==> run_1/congestion.png <==
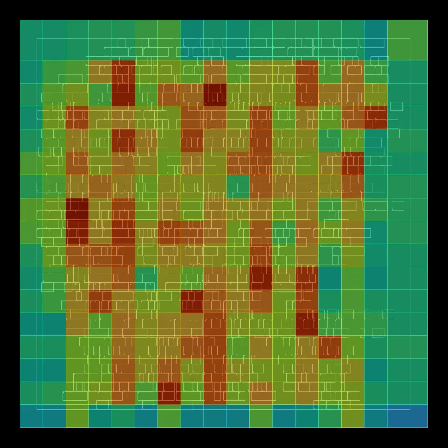
==> run_1/logic_types.png <==
The bar under the picture is 20 um long.
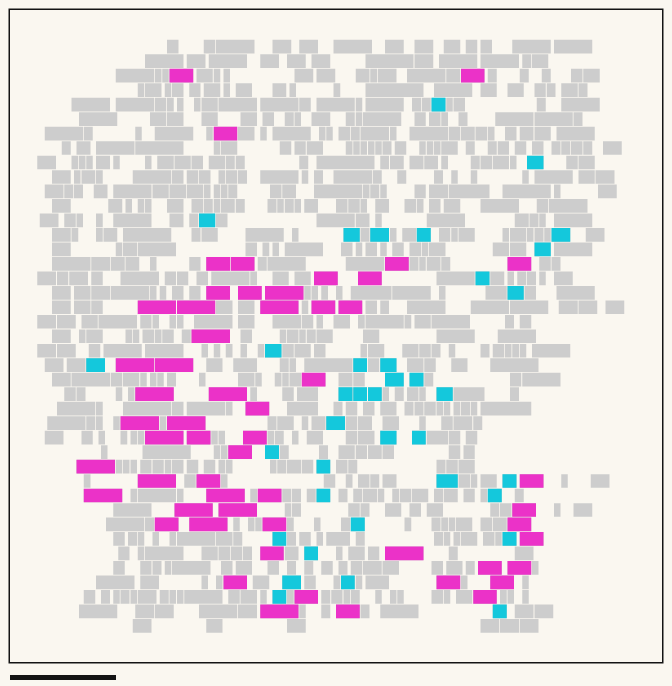
==> run_1/flops_by_reg.png <==
The bar under the picture is 20 um long.
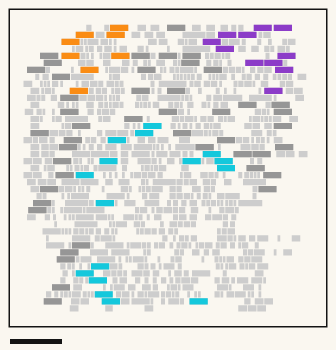
`src/rtl/avsdpll_lock_ctrl.sv`:
```
// rtl/avsdpll_lock_ctrl.sv - PLL macro power sequencer and frequency lock monitor
// Sequences CP/VCO enables, drives the divider code and judges lock from windowed tick counts.
module avsdpll_lock_ctrl #(
  parameter int DIV_W         = 4,
  parameter int WIN_W         = 8,
  parameter int CNT_W         = 16,
  parameter int TOL_W         = 8,
  parameter int CP_SETTLE     = 16,
  parameter int VCO_SETTLE    = 1024,
  parameter int LOCK_HITS     = 4,
  parameter int UNLOCK_MISSES = 2,
  parameter int ACQ_TIMEOUT   = 64
) (
  input  logic             CLK,
  input  logic             RSTb,
  input  logic             EN,
  input  logic [DIV_W-1:0] DIV,
  input  logic [WIN_W-1:0] WIN,
  input  logic [TOL_W-1:0] TOL,
  input  logic             REF_TICK,
  input  logic             PLL_TICK,
  output logic             ENb_CP,
  output logic             ENb_VCO,
  output logic [DIV_W-1:0] B,
  output logic             LOCK,
  output logic             FAULT,
  output logic [CNT_W-1:0] FREQ_CNT,
  output logic             CNT_VALID,
  output logic [2:0]       STATE
);

  localparam logic [2:0] ST_OFF    = 3'd0;
  localparam logic [2:0] ST_CP_ON  = 3'd1;
  localparam logic [2:0] ST_VCO_ON = 3'd2;
  localparam logic [2:0] ST_ACQ    = 3'd3;
  localparam logic [2:0] ST_LOCKED = 3'd4;
  localparam logic [2:0] ST_FAULT  = 3'd5;

  localparam int SETTLE_MAX = (CP_SETTLE > VCO_SETTLE) ? CP_SETTLE : VCO_SETTLE;
  localparam int SETTLE_W   = $clog2(SETTLE_MAX + 1);
  localparam int HIT_W      = $clog2(LOCK_HITS + 1);
  localparam int MISS_W     = $clog2(UNLOCK_MISSES + 1);
  localparam int TMO_W      = $clog2(ACQ_TIMEOUT + 1);
  localparam int PROD_W     = WIN_W + DIV_W;
  localparam int CMP_A      = (CNT_W > PROD_W) ? CNT_W : PROD_W;
  // One spare bit so the signed difference of two unsigned operands never wraps.
  localparam int CMP_W      = ((CMP_A > TOL_W) ? CMP_A : TOL_W) + 1;

  logic [2:0]          state;
  logic [2:0]          state_nxt;
  logic [SETTLE_W-1:0] settle_cnt;
  logic [WIN_W-1:0]    win_len;
  logic [WIN_W-1:0]    ref_cnt;
  logic                win_open;
  logic [CNT_W-1:0]    pll_cnt;
  logic [CNT_W-1:0]    pll_sum;
  logic [HIT_W-1:0]    hit_cnt;
  logic [MISS_W-1:0]   miss_cnt;
  logic [TMO_W-1:0]    tmo_cnt;
  logic [DIV_W-1:0]    div_eff;
  logic [WIN_W-1:0]    win_eff;
  logic [CMP_W-1:0]    expected;
  logic [CMP_W-1:0]    diff;
  logic [CMP_W-1:0]    abs_diff;
  logic                measuring;
  logic                div_chg;
  logic                win_active;
  logic                win_close;
  logic                win_pass;
  logic                cp_done;
  logic                vco_done;
  logic                lock_now;
  logic                unlock_now;
  logic                fault_now;

  assign div_eff    = (DIV == '0) ? DIV_W'(1) : DIV;
  assign win_eff    = (WIN == '0) ? WIN_W'(1) : WIN;
  assign measuring  = (state == ST_ACQ) || (state == ST_LOCKED);
  assign div_chg    = measuring && (div_eff != B);
  assign win_active = measuring && EN && !div_chg;

  // A PLL tick on the closing REF tick still belongs to the closing window.
  assign pll_sum   = (PLL_TICK && (pll_cnt != {CNT_W{1'b1}})) ? pll_cnt + CNT_W'(1) : pll_cnt;
  assign win_close = win_active && win_open && REF_TICK && (ref_cnt == win_len - WIN_W'(1));

  assign expected = CMP_W'(win_len) * CMP_W'(B);
  assign diff     = CMP_W'(pll_sum) - expected;
  assign abs_diff = diff[CMP_W-1] ? (~diff + CMP_W'(1)) : diff;
  assign win_pass = (abs_diff <= CMP_W'(TOL));

  assign cp_done    = (state == ST_CP_ON) && (settle_cnt == SETTLE_W'(CP_SETTLE - 1));
  assign vco_done   = (state == ST_VCO_ON) && (settle_cnt == SETTLE_W'(VCO_SETTLE - 1));
  assign lock_now   = win_close && win_pass && (state == ST_ACQ) &&
                      (hit_cnt == HIT_W'(LOCK_HITS - 1));
  assign fault_now  = win_close && !win_pass && (state == ST_ACQ) &&
                      (tmo_cnt == TMO_W'(ACQ_TIMEOUT - 1));
  assign unlock_now = win_close && !win_pass && (state == ST_LOCKED) &&
                      (miss_cnt == MISS_W'(UNLOCK_MISSES - 1));

  always_ff @(posedge CLK) begin
    if (!RSTb) begin
      state <= ST_OFF;
    end else begin
      state <= state_nxt;
    end
  end

  always_comb begin
    state_nxt = state;
    if (!EN) begin
      state_nxt = ST_OFF;
    end else begin
      case (state)
        ST_OFF:    state_nxt = ST_CP_ON;
        ST_CP_ON:  if (cp_done) state_nxt = ST_VCO_ON;
        ST_VCO_ON: if (vco_done) state_nxt = ST_ACQ;
        ST_ACQ: begin
          if (div_chg)        state_nxt = ST_ACQ;
          else if (lock_now)  state_nxt = ST_LOCKED;
          else if (fault_now) state_nxt = ST_FAULT;
        end
        ST_LOCKED: begin
          if (div_chg || unlock_now) state_nxt = ST_ACQ;
        end
        ST_FAULT:  state_nxt = ST_FAULT;
        default:   state_nxt = ST_OFF;
      endcase
    end
  end

  always_comb begin
    ENb_CP  = 1'b1;
    ENb_VCO = 1'b1;
    LOCK    = 1'b0;
    FAULT   = 1'b0;
    STATE   = state;
    case (state)
      ST_CP_ON:  ENb_CP = 1'b0;
      ST_VCO_ON: begin ENb_CP = 1'b0; ENb_VCO = 1'b0; end
      ST_ACQ:    begin ENb_CP = 1'b0; ENb_VCO = 1'b0; end
      ST_LOCKED: begin ENb_CP = 1'b0; ENb_VCO = 1'b0; LOCK = 1'b1; end
      ST_FAULT:  FAULT = 1'b1;
      default:   ;
    endcase
  end

  always_ff @(posedge CLK) begin
    if (!RSTb) begin
      B          <= '0;
      win_len    <= '0;
      FREQ_CNT   <= '0;
      CNT_VALID  <= 1'b0;
      settle_cnt <= '0;
      win_open   <= 1'b0;
      ref_cnt    <= '0;
      pll_cnt    <= '0;
      hit_cnt    <= '0;
      miss_cnt   <= '0;
      tmo_cnt    <= '0;
    end else begin
      CNT_VALID <= 1'b0;

      if ((state_nxt == state) && ((state == ST_CP_ON) || (state == ST_VCO_ON))) begin
        settle_cnt <= settle_cnt + SETTLE_W'(1);
      end else begin
        settle_cnt <= '0;
      end

      if ((state == ST_OFF) && EN) begin
        B       <= div_eff;
        win_len <= win_eff;
      end else if (div_chg && EN) begin
        B <= div_eff;
      end

      // The closing REF tick immediately starts the next window.
      if (!win_active) begin
        win_open <= 1'b0;
        ref_cnt  <= '0;
        pll_cnt  <= '0;
      end else if (!win_open) begin
        win_open <= REF_TICK;
        ref_cnt  <= '0;
        pll_cnt  <= '0;
      end else if (win_close) begin
        FREQ_CNT  <= pll_sum;
        CNT_VALID <= 1'b1;
        ref_cnt   <= '0;
        pll_cnt   <= '0;
      end else begin
        if (REF_TICK) ref_cnt <= ref_cnt + WIN_W'(1);
        pll_cnt <= pll_sum;
      end

      if (!win_active) begin
        hit_cnt  <= '0;
        miss_cnt <= '0;
        tmo_cnt  <= '0;
      end else if (win_close) begin
        if (state == ST_ACQ) begin
          if (win_pass) begin
            if (lock_now) begin
              hit_cnt  <= '0;
              miss_cnt <= '0;
            end else begin
              hit_cnt <= hit_cnt + HIT_W'(1);
            end
          end else begin
            hit_cnt <= '0;
            tmo_cnt <= tmo_cnt + TMO_W'(1);
          end
        end else begin
          if (win_pass) begin
            miss_cnt <= '0;
          end else if (unlock_now) begin
            miss_cnt <= '0;
            hit_cnt  <= '0;
            tmo_cnt  <= '0;
          end else begin
            miss_cnt <= miss_cnt + MISS_W'(1);
          end
        end
      end
    end
  end

endmodule

```
`config.mk`:
```
export PLATFORM = sky130hd
export DESIGN_NAME = avsdpll_lock_ctrl
export DESIGN_NICKNAME = d
export VERILOG_FILES = /design/src/rtl/avsdpll_lock_ctrl.sv
export SDC_FILE = /design/constraint.sdc
export NUM_CORES = 1
export LEC_CHECK = 0
export CAP_MARGIN = 20
export CORE_MARGIN = 5
export CORE_UTILIZATION = 50
export DETAILED_ROUTE_END_ITERATION = 6
export GPL_ROUTABILITY_DRIVEN = 0
export PLACE_DENSITY = 0.7
export SYNTH_ARGS = -nofsm -noshare
export SYNTH_HDL_FRONTEND = slang
export SYNTH_SLANG_ARGS = --single-unit
```
`constraint.sdc`:
```
create_clock -name CLK -period 11.86 [get_ports CLK]
set_input_delay 1.186 -clock CLK [delete_from_list [all_inputs] [get_ports CLK]]
set_output_delay 1.186 -clock CLK [all_outputs]
set_load 0.05 [all_outputs]
```
==> flow_metrics.rpt, run 1 <==
FLOW METRICS REPORT
----------------------------------------------------
[Place]
  HPWL after DPL ........................ 12.1 mm
  Post-DP Area ........................ 6900 um^2
  Dpl cells ........................ 982
  Port Buffer Count ........................ around 52

[GRT]
  Number of global-route vias before repair ........................ 5497
  Grt ovf ........................ 0
  Antenna violations before repair ........................ 0
  Largest net degree at the start of global routing ........................ 42
  Global-route wire length before repair ........................ 25.6 mm

[Drt]
  Via-to-Cell Ratio ........................ 5.65
  Aggregate routed wire length ........................ 15.4 mm
  Iter 0 DRT Violations ........................ 269
  Metal3 WL ........................ 765 um
  Detail Route Antenna Nets ........................ 0
  Total iterations of the first detailed-routing run ........................ 5
  Met2 wire length ........................ 7.26 mm
  Count of unresolved DRC violations after routing ........................ 0
  Post-detailed-route wirelength per cell ........................ between 15 and 20 um

[Timing]
  Final Hold Vio Count ........................ 0
  Final-report setup violation count ........................ 0
  Worst clock skew on the final layout ........................ 0.0108 ns
  Least-Margin Pin Slew ........................ 0.908 ns
  Slew HR ........................ between 30% and 40%
  Highest achievable clock rate ........................ 130 MHz
  Smallest setup slack after layout ........................ 4.15 ns

[Cells and area]
  Fraction of layout cells with a size suffix above 1 ........................ 4.72%
  Total of plain and repair buffers excluding clock buffers ........................ 55
  Diode insertion count for antenna repair ........................ 0
  Cell group occupying the most layout area ........................ logic gates
  Count of clock buffers in the final design ........................ 11
  Flip-flop and latch area ........................ 1600 um^2
  Final sequential cell count ........................ 80
  Synth-to-layout area growth ........................ 14.2%
  Nets ........................ 903
  Clock buf/inv share ........................ roughly 4.3%
  Multi-input logic area ........................ 4350 um^2
  Count of filler cells inserted in the layout ........................ 1167
  Top Registers ........................ FREQ_CNT x16, pll_cnt x16, settle_cnt x11

[Setup path]
  Critical path class ........................ in2reg
  Worst setup path endpoint ........................ tmo_cnt[5]
  Critical-path cell with the highest stage delay ........................ clkdlybuf4s50_1
  Critical Path Start Type ........................ input port
  R2r startpoint ........................ pll_cnt[0]
  FF-to-FF setup slack ........................ 4.48 ns
  Library cell appearing most often on the critical path ........................ o21a_1
  CP endpoint kind ........................ register
  Origin of the worst setup path ........................ PLL_TICK
  Reg2Reg Depth ........................ 29
  Crit path max-delay family ........................ AND-OR/OR-AND gates
  Worst path bufs/invs ........................ 3
  Critical path data required time ........................ 12.09 ns

[Synth]
  Most instantiated flip-flop cell in the synthesis netlist ........................ dfxtp_1
  Share of flip-flops with an asynchronous set or reset ........................ 0%
  Commonest cells in the netlist ........................ nand2_1 (91), dfxtp_1 (80), nor2_1 (64)
  Post-Syn Area ........................ 6330 um^2
  Warning count from the yosys run ........................ 0
  Flip-flops with a built-in enable ........................ 0
  Post-synthesis compound-gate area fraction ........................ 18.6%
  Post-Synthesis Net Count ........................ between 800 and 900
  Biggest area cells ........................ dfxtp_1 (25%), ha_1 (6.9%), fa_1 (6.6%), nand2_1 (5.4%), xnor2_1 (4.3%)
  Largest type area fraction ........................ 25.3%
  Yosys synthesis chip area ........................ 6330 um^2
  Flops & latches, synth ........................ 80
  Seq/Total Area, Yosys ........................ between 20% and 30%
  Area fraction in full adders, half adders and majority gates ........................ 13.6%
  XOR/XNOR Area Share ........................ 8.58%

[Clocking]
  Number of buffers inserted during clock tree synthesis ........................ 9
  Clock tree from TritonCTS ........................ built
  Hold Buf Count CTS ........................ 0
  # clock sinks ........................ 80
  Clk Latency, worst-skew pair ........................ between 0.3 and 0.4 ns
  Root Driver ........................ clkbuf_16
  Clock slew at the register clock pins of the worst setup and hold paths ........................ 0.06 ns
  Count of H-tree levels built during CTS ........................ 3
  Bufs on Longest Clock Path ........................ 2

[Floorplan]
  Floorplan utilization ........................ 50.5%
  Ports ........................ 53
  Taps Inserted ........................ 172
  Total die area ........................ 15000 um^2
  Core outline area ........................ ~13000 um^2

[Min path]
  Worst hold path class ........................ reg2reg
  Min-Delay Startpoint ........................ settle_cnt[0]
  Hold worst-path end ........................ settle_cnt[0]

[Power]
  Top pwr grp ........................ the clock network
  Internal power contribution ........................ ~570 uW
  Clock group ........................ 297 uW
  Proportion of power drawn by flip-flops and latches ........................ 32.5%
  Sw Share ........................ 33.1%
  Share of power burned in the clock network ........................ 34.6%
  Switching power of the nets ........................ 284 uW
  Power density relative to cell area ........................ roughly 120 nW/um^2
  Pwr Total ........................ approximately 860 uW

[Flow run]
  Max-Cap Viols ........................ 0

[Outcome]
  Status ........................ finished, final reports clean

----------------------------------------------------
About congestion.png:
global-route track usage on met2: 34.2%
met3 Resource Use GR: 3.96%
global routing usage summed across all routing layers: 21.2%
most utilized layer in the global route result: met2
utilization of the core after routing: 57.7%

About logic_types.png:
legend:
  magenta:
    family: adder and majority cells
    cells: 56
  cyan:
    family: AND-OR and OR-AND gates
    cells: 37
final cell count without fillers: 999
most common cell after layout, fill and taps aside: nand2_1
fraction of standard cell area in multi-input logic: 60.2%

About flops_by_reg.png:
legend:
  purple:
    name_in_the_netlist: settle_cnt
    placed_flops: 11
    where: top right
  orange:
    name_in_the_netlist: ref_cnt
    placed_flops: 8
    where: top left
  cyan:
    name_in_the_netlist: pll_cnt
    placed_flops: 16
sequential cell area share: 22.2%
sequential cell power: 279 uW

==> run_1/placement_by_type.png <==
The bar under the picture is 20 um long.
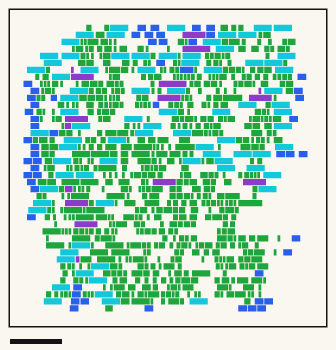

==> inputs of run 2 (changes only) <==
--- a/config.mk
+++ b/config.mk
@@ -10,7 +10,7 @@
 export CORE_UTILIZATION = 50
 export DETAILED_ROUTE_END_ITERATION = 6
 export GPL_ROUTABILITY_DRIVEN = 0
-export PLACE_DENSITY = 0.7
+export PLACE_DENSITY = 0.73
 export SYNTH_ARGS = -nofsm -noshare
 export SYNTH_HDL_FRONTEND = slang
 export SYNTH_SLANG_ARGS = --single-unit
==> constraint.sdc (replaced) <==
create_clock -name CLK -period 6.79 [get_ports CLK]
set_input_delay 0.679 -clock CLK [delete_from_list [all_inputs] [get_ports CLK]]
set_output_delay 0.679 -clock CLK [all_outputs]
set_load 0.05 [all_outputs]
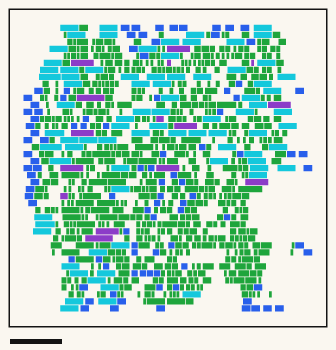
(run_2/placement_by_type.png)
The bar under the picture is 20 um long.
legend:
  purple:
    class: clock drivers and dummy loads
    cells: 15
  cyan:
    class: flops
    cells: 80
  blue:
    class: other buffers and delay cells
    cells: 96
  green:
    class: combinational and other logic
    cells: 676
core outline area: 12500 um^2
post-route cell area: 7590 um^2

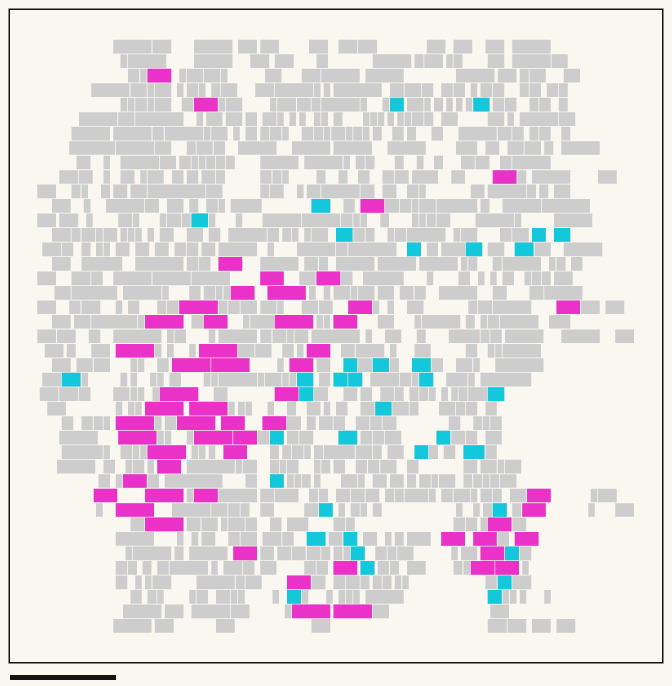
(run_2/logic_types.png)
The bar under the picture is 20 um long.
legend:
  cyan:
    family: AND-OR and OR-AND gates
    cells: 37
  magenta:
    family: adder and majority cells
    cells: 56

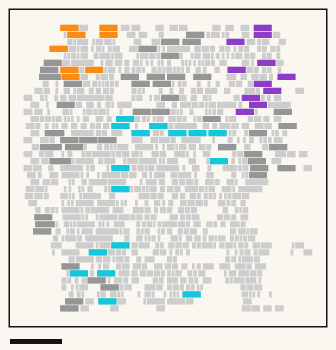
(run_2/flops_by_reg.png)
The bar under the picture is 20 um long.
legend:
  orange:
    name_in_the_netlist: ref_cnt
    placed_flops: 8
    where: top left
  purple:
    name_in_the_netlist: settle_cnt
    placed_flops: 11
    where: top right
  cyan:
    name_in_the_netlist: pll_cnt
    placed_flops: 16
not colored: 45
utilization of the core after routing: 60.6%
sequential cell area share: 21.3%

==> run 2 against run 1 <==
Against the previous run: die area is the same; critical path depth is 1 higher; synthesized area is the same; global-route usage increased by 0.41 points; clock skew down 0.0038 ns; sequential cell count unchanged; synthesized cell count unchanged; wire length grew 3.9%; sequential share of layout area fell by 0.87 points; largest cell class unchanged; sequential power up 73%; critical path type unchanged.
==> flow_metrics.rpt, run 2 <==
FLOW METRICS REPORT
----------------------------------------------------
[Timing]
  Final-report setup violation count ........................ 0
  Final Hold Vio Count ........................ 0
  Worst clock skew on the final layout ........................ between 0.006 and 0.007 ns
  Slew HR ........................ between 20% and 30%
  Smallest setup slack after layout ........................ a little over 0.3 ns

[Floorplan]
  Ports ........................ about 53

[Setup path]
  FF-to-FF setup slack ........................ 0.34 ns
  Critical path data required time ........................ 7.07 ns
  Library cell appearing most often on the critical path ........................ o21a_1
  Critical-path cell with the highest stage delay ........................ fa_1
  CP endpoint kind ........................ register
  Critical path class ........................ in2reg
  Worst setup path endpoint ........................ settle_cnt[1]
  Worst path bufs/invs ........................ 3
  Reg2Reg Depth ........................ 27
  R2r startpoint ........................ win_len[6]
  Origin of the worst setup path ........................ PLL_TICK

[Cells and area]
  Flip-flop and latch area ........................ 1620 um^2
  Top Registers ........................ FREQ_CNT x16, pll_cnt x16, settle_cnt x11
  Final cell count without fillers ........................ 1039
  Fraction of standard cell area in multi-input logic ........................ 57.9%
  Nets ........................ 944
  Most common cell after layout, fill and taps aside ........................ nand2_1
  Final sequential cell count ........................ 80
  Count of filler cells inserted in the layout ........................ approximately 1100
  Multi-input logic area ........................ 4400 um^2
  Count of clock buffers in the final design ........................ 10
  Fraction of layout cells with a size suffix above 1 ........................ between 10% and 20%
  Cell group occupying the most layout area ........................ logic gates

[Synth]
  Post-synthesis compound-gate area fraction ........................ 18.6%
  Yosys synthesis chip area ........................ between 6000 and 7000 um^2
  Post-Synthesis Net Count ........................ 876
  Commonest cells in the netlist ........................ nand2_1 (91), dfxtp_1 (80), nor2_1 (64)
  Warning count from the yosys run ........................ 0
  XOR/XNOR Area Share ........................ under 10%
  Flip-flops with a built-in enable ........................ 0
  Most instantiated flip-flop cell in the synthesis netlist ........................ dfxtp_1
  Post-Syn Area ........................ approximately 6300 um^2
  Largest type area fraction ........................ 25.3%
  Biggest area cells ........................ dfxtp_1 (25%), ha_1 (6.9%), fa_1 (6.6%), nand2_1 (5.4%), xnor2_1 (4.3%)
  Flops & latches, synth ........................ 80
  Share of flip-flops with an asynchronous set or reset ........................ 0%

[Power]
  Proportion of power drawn by flip-flops and latches ........................ 31.4%
  Sequential cell power ........................ 484 uW
  Switching power of the nets ........................ roughly 510 uW
  Clock group ........................ ~520 uW
  Top pwr grp ........................ combinational logic
  Internal power contribution ........................ ~1000 uW
  Pwr Total ........................ 1540 uW
  Sw Share ........................ 33.2%

[GRT]
  Grt ovf ........................ 0
  Number of global-route vias before repair ........................ 5597
  Most utilized layer in the global route result ........................ met2
  Met3 Resource Use GR ........................ under 10%
  Largest net degree at the start of global routing ........................ 35
  Global-route wire length before repair ........................ 26.1 mm
  Antenna violations before repair ........................ 0
  Global-route track usage on met2 ........................ 36.8%

[Drt]
  Metal3 WL ........................ ~720 um
  Aggregate routed wire length ........................ 16.0 mm
  Detail Route Antenna Nets ........................ 0
  Total iterations of the first detailed-routing run ........................ 6
  Post-detailed-route wirelength per cell ........................ 15.4 um
  Count of unresolved DRC violations after routing ........................ 0

[Outcome]
  Status ........................ finished, final reports clean

[Min path]
  Hold worst-path end ........................ settle_cnt[0]
  Min-Delay Startpoint ........................ settle_cnt[0]

[Place]
  Dpl cells ........................ between 1000 and 1500
  Post-DP Area ........................ 7200 um^2
  Port Buffer Count ........................ between 50 and 60

[Clocking]
  Count of H-tree levels built during CTS ........................ 3
  Clock tree from TritonCTS ........................ built
  Bufs on Longest Clock Path ........................ 2
  Root Driver ........................ clkbuf_16
  Clock slew at the register clock pins of the worst setup and hold paths ........................ 0.06 ns
  Hold Buf Count CTS ........................ 0
  # clock sinks ........................ 80
  Number of buffers inserted during clock tree synthesis ........................ 9

----------------------------------------------------
==> run_2/congestion.png <==
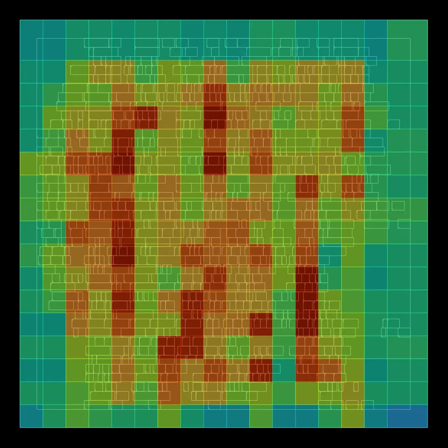

==> inputs of run 3 (changes only) <==
--- a/config.mk
+++ b/config.mk
@@ -9,8 +9,9 @@
 export CORE_MARGIN = 5
 export CORE_UTILIZATION = 50
 export DETAILED_ROUTE_END_ITERATION = 6
+export DONT_BUFFER_PORTS = 1
 export GPL_ROUTABILITY_DRIVEN = 0
-export PLACE_DENSITY = 0.73
+export PLACE_DENSITY = 0.68
 export SYNTH_ARGS = -nofsm -noshare
 export SYNTH_HDL_FRONTEND = slang
 export SYNTH_SLANG_ARGS = --single-unit
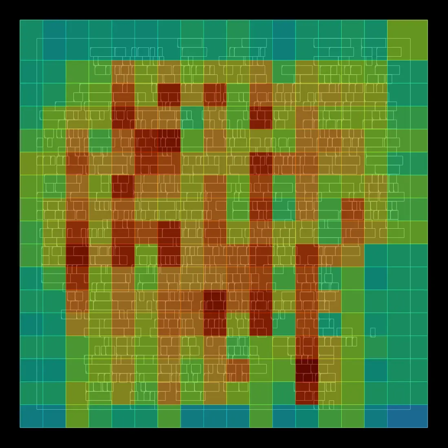
(run_3/congestion.png)
global-route track usage on met2: 37.6%
post-detailed-route wirelength per cell: 16.8 um
utilization of the core after routing: 56.3%
global routing usage summed across all routing layers: 22.6%

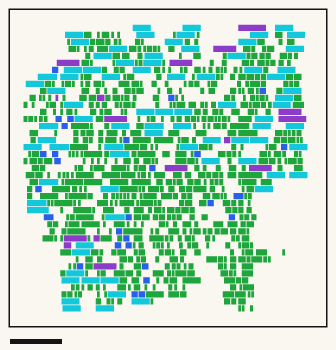
(run_3/placement_by_type.png)
The bar under the picture is 20 um long.
legend:
  blue:
    class: other buffers and delay cells
    cells: 28
  green:
    class: combinational and other logic
    cells: 676
  cyan:
    class: flops
    cells: 80
  purple:
    class: clock drivers and dummy loads
    cells: 16
post-route cell area: 7040 um^2
sequential cell area share: 23.0%

==> run 3 against run 2 <==
Against the previous run: synthesized area is the same; design area shrank 7.2%; sequential share of layout area grew 1.7 points; sequential cell count is the same; register-to-register slack lost 0.03 ns; clock-buffer cell count is the same; setup slack gained 0.0043 ns; synthesized cell count is the same; wire length grew 2.1%; critical path depth is the same; largest power group unchanged; largest cell class unchanged.
==> flow_metrics.rpt, run 3 <==
FLOW METRICS REPORT
----------------------------------------------------
[Outcome]
  Status ........................ finished, final reports clean

[Synth]
  Flops & latches, synth ........................ 80
  Share of flip-flops with an asynchronous set or reset ........................ 0%
  Area fraction in full adders, half adders and majority gates ........................ a little over an eighth
  Flip-flops with a built-in enable ........................ 0
  Most instantiated flip-flop cell in the synthesis netlist ........................ dfxtp_1
  Post-Syn Area ........................ 6330 um^2
  Post-synthesis compound-gate area fraction ........................ 18.6%
  Commonest cells in the netlist ........................ nand2_1 (91), dfxtp_1 (80), nor2_1 (64)
  XOR/XNOR Area Share ........................ 8.58%
  Mux frac, synth ........................ 1.60%
  Post-Synthesis Net Count ........................ roughly 880
  Biggest area cells ........................ dfxtp_1 (25%), ha_1 (6.9%), fa_1 (6.6%), nand2_1 (5.4%), xnor2_1 (4.3%)
  Yosys synthesis chip area ........................ 6330 um^2
  Largest type area fraction ........................ 25.3%
  Warning count from the yosys run ........................ 0
  Seq/Total Area, Yosys ........................ 25.3%

[Place]
  Post-DP Area ........................ 6570 um^2
  Port Buffer Count ........................ 0
  HPWL after DPL ........................ around 13 mm
  Dpl cells ........................ 955

[Cells and area]
  Final sequential cell count ........................ 80
  Synth-to-layout area growth ........................ 11.3%
  Fraction of layout cells with a size suffix above 1 ........................ 12.0%
  Diode insertion count for antenna repair ........................ 0
  Count of filler cells inserted in the layout ........................ 1208
  Most common cell after layout, fill and taps aside ........................ nand2_1
  Nets ........................ roughly 900
  Top Registers ........................ FREQ_CNT x16, pll_cnt x16, settle_cnt x11
  Total of plain and repair buffers excluding clock buffers ........................ 28
  Clock buf/inv share ........................ under 10%
  Count of clock buffers in the final design ........................ 10
  Multi-input logic area ........................ 4470 um^2
  Flip-flop and latch area ........................ 1620 um^2
  Cell group occupying the most layout area ........................ logic gates

[Power]
  Proportion of power drawn by flip-flops and latches ........................ 31.3%
  Power density relative to cell area ........................ approximately 220 nW/um^2
  Share of power burned in the clock network ........................ ~34%
  Leakage power summed over all cells ........................ around 0.003 uW
  Pwr Total ........................ about 1500 uW
  Switching power of the nets ........................ 529 uW
  Clock group ........................ between 500 and 600 uW
  Combinational Power ........................ 534 uW
  Internal power contribution ........................ 1020 uW
  Top pwr grp ........................ combinational logic
  Sequential cell power ........................ 484 uW
  Sw Share ........................ about 34%

[Min path]
  Worst hold path class ........................ in2reg
  Hold worst-path end ........................ FREQ_CNT[14]
  Min-Delay Startpoint ........................ RSTb
  Worst hold path cell count ........................ 1

[Setup path]
  Reg2Reg Depth ........................ 30
  Worst path bufs/invs ........................ 3
  Critical Path Start Type ........................ register
  FF-to-FF setup slack ........................ 0.31 ns
  Worst setup path endpoint ........................ settle_cnt[5]
  Critical-path cell with the highest stage delay ........................ fa_1
  Highest net fanout along the worst path ........................ 8
  CP endpoint kind ........................ register
  Critical path class ........................ reg2reg
  Origin of the worst setup path ........................ pll_cnt[0]
  R2r startpoint ........................ pll_cnt[0]
  Crit path max-delay family ........................ AND-OR/OR-AND gates
  Library cell appearing most often on the critical path ........................ o21a_1
  Critical path data required time ........................ 7.08 ns

[Clocking]
  Hold Buf Count CTS ........................ 0
  Count of H-tree levels built during CTS ........................ 3
  Number of buffers inserted during clock tree synthesis ........................ 9
  Bufs on Longest Clock Path ........................ 2
  Clock slew at the register clock pins of the worst setup and hold paths ........................ 0.06 ns
  Clk Latency, worst-skew pair ........................ 0.35 ns
  # clock sinks ........................ 80
  Clock tree from TritonCTS ........................ built
  Root Driver ........................ clkbuf_16

[GRT]
  Grt ovf ........................ 0
  Antenna violations before repair ........................ 0
  Met3 Resource Use GR ........................ under 10%
  Global-route wire length before repair ........................ 27.2 mm
  Most utilized layer in the global route result ........................ met2
  Largest net degree at the start of global routing ........................ 42
  Number of global-route vias before repair ........................ between 5000 and 6000

[Drt]
  Aggregate routed wire length ........................ ~16 mm
  Total iterations of the first detailed-routing run ........................ 5
  Detailed-routing wirelength on met1 ........................ 7.29 mm
  Detail Route Antenna Nets ........................ 0
  Count of unresolved DRC violations after routing ........................ 0
  Iter 0 DRT Violations ........................ 421
  Met2 wire length ........................ 7.86 mm
  Via-to-Cell Ratio ........................ 5.84
  Metal3 WL ........................ 759 um

[Floorplan]
  Floorplan utilization ........................ 50.5%
  Total die area ........................ approximately 15000 um^2
  Chip height ........................ 122 um
  Ports ........................ 53
  Taps Inserted ........................ 172
  Total number of placement rows ........................ about 40
  Core outline area ........................ 12500 um^2

[Flow run]
  Max-Cap Viols ........................ 0

[Timing]
  Least-Margin Pin Slew ........................ 1.12 ns
  Highest achievable clock rate ........................ 154 MHz
  Final-report setup violation count ........................ 0
  Slew HR ........................ about a quarter
  Worst clock skew on the final layout ........................ 0.00596 ns
  Final Hold Vio Count ........................ 0
  Smallest setup slack after layout ........................ 0.308 ns

----------------------------------------------------
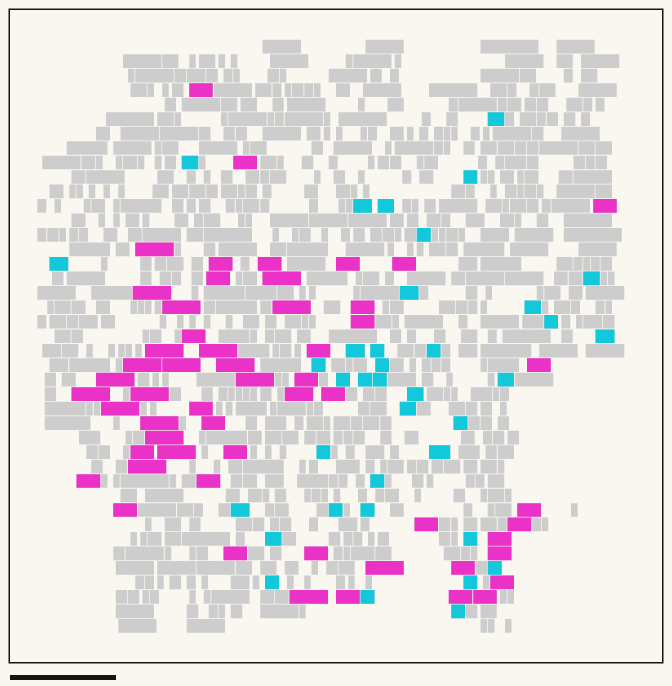
(run_3/logic_types.png)
The bar under the picture is 20 um long.
legend:
  magenta:
    family: adder and majority cells
    cells: 56
  cyan:
    family: AND-OR and OR-AND gates
    cells: 37
fraction of standard cell area in multi-input logic: 63.5%
final cell count without fillers: 972

Power and IR drop assume default switching activity.
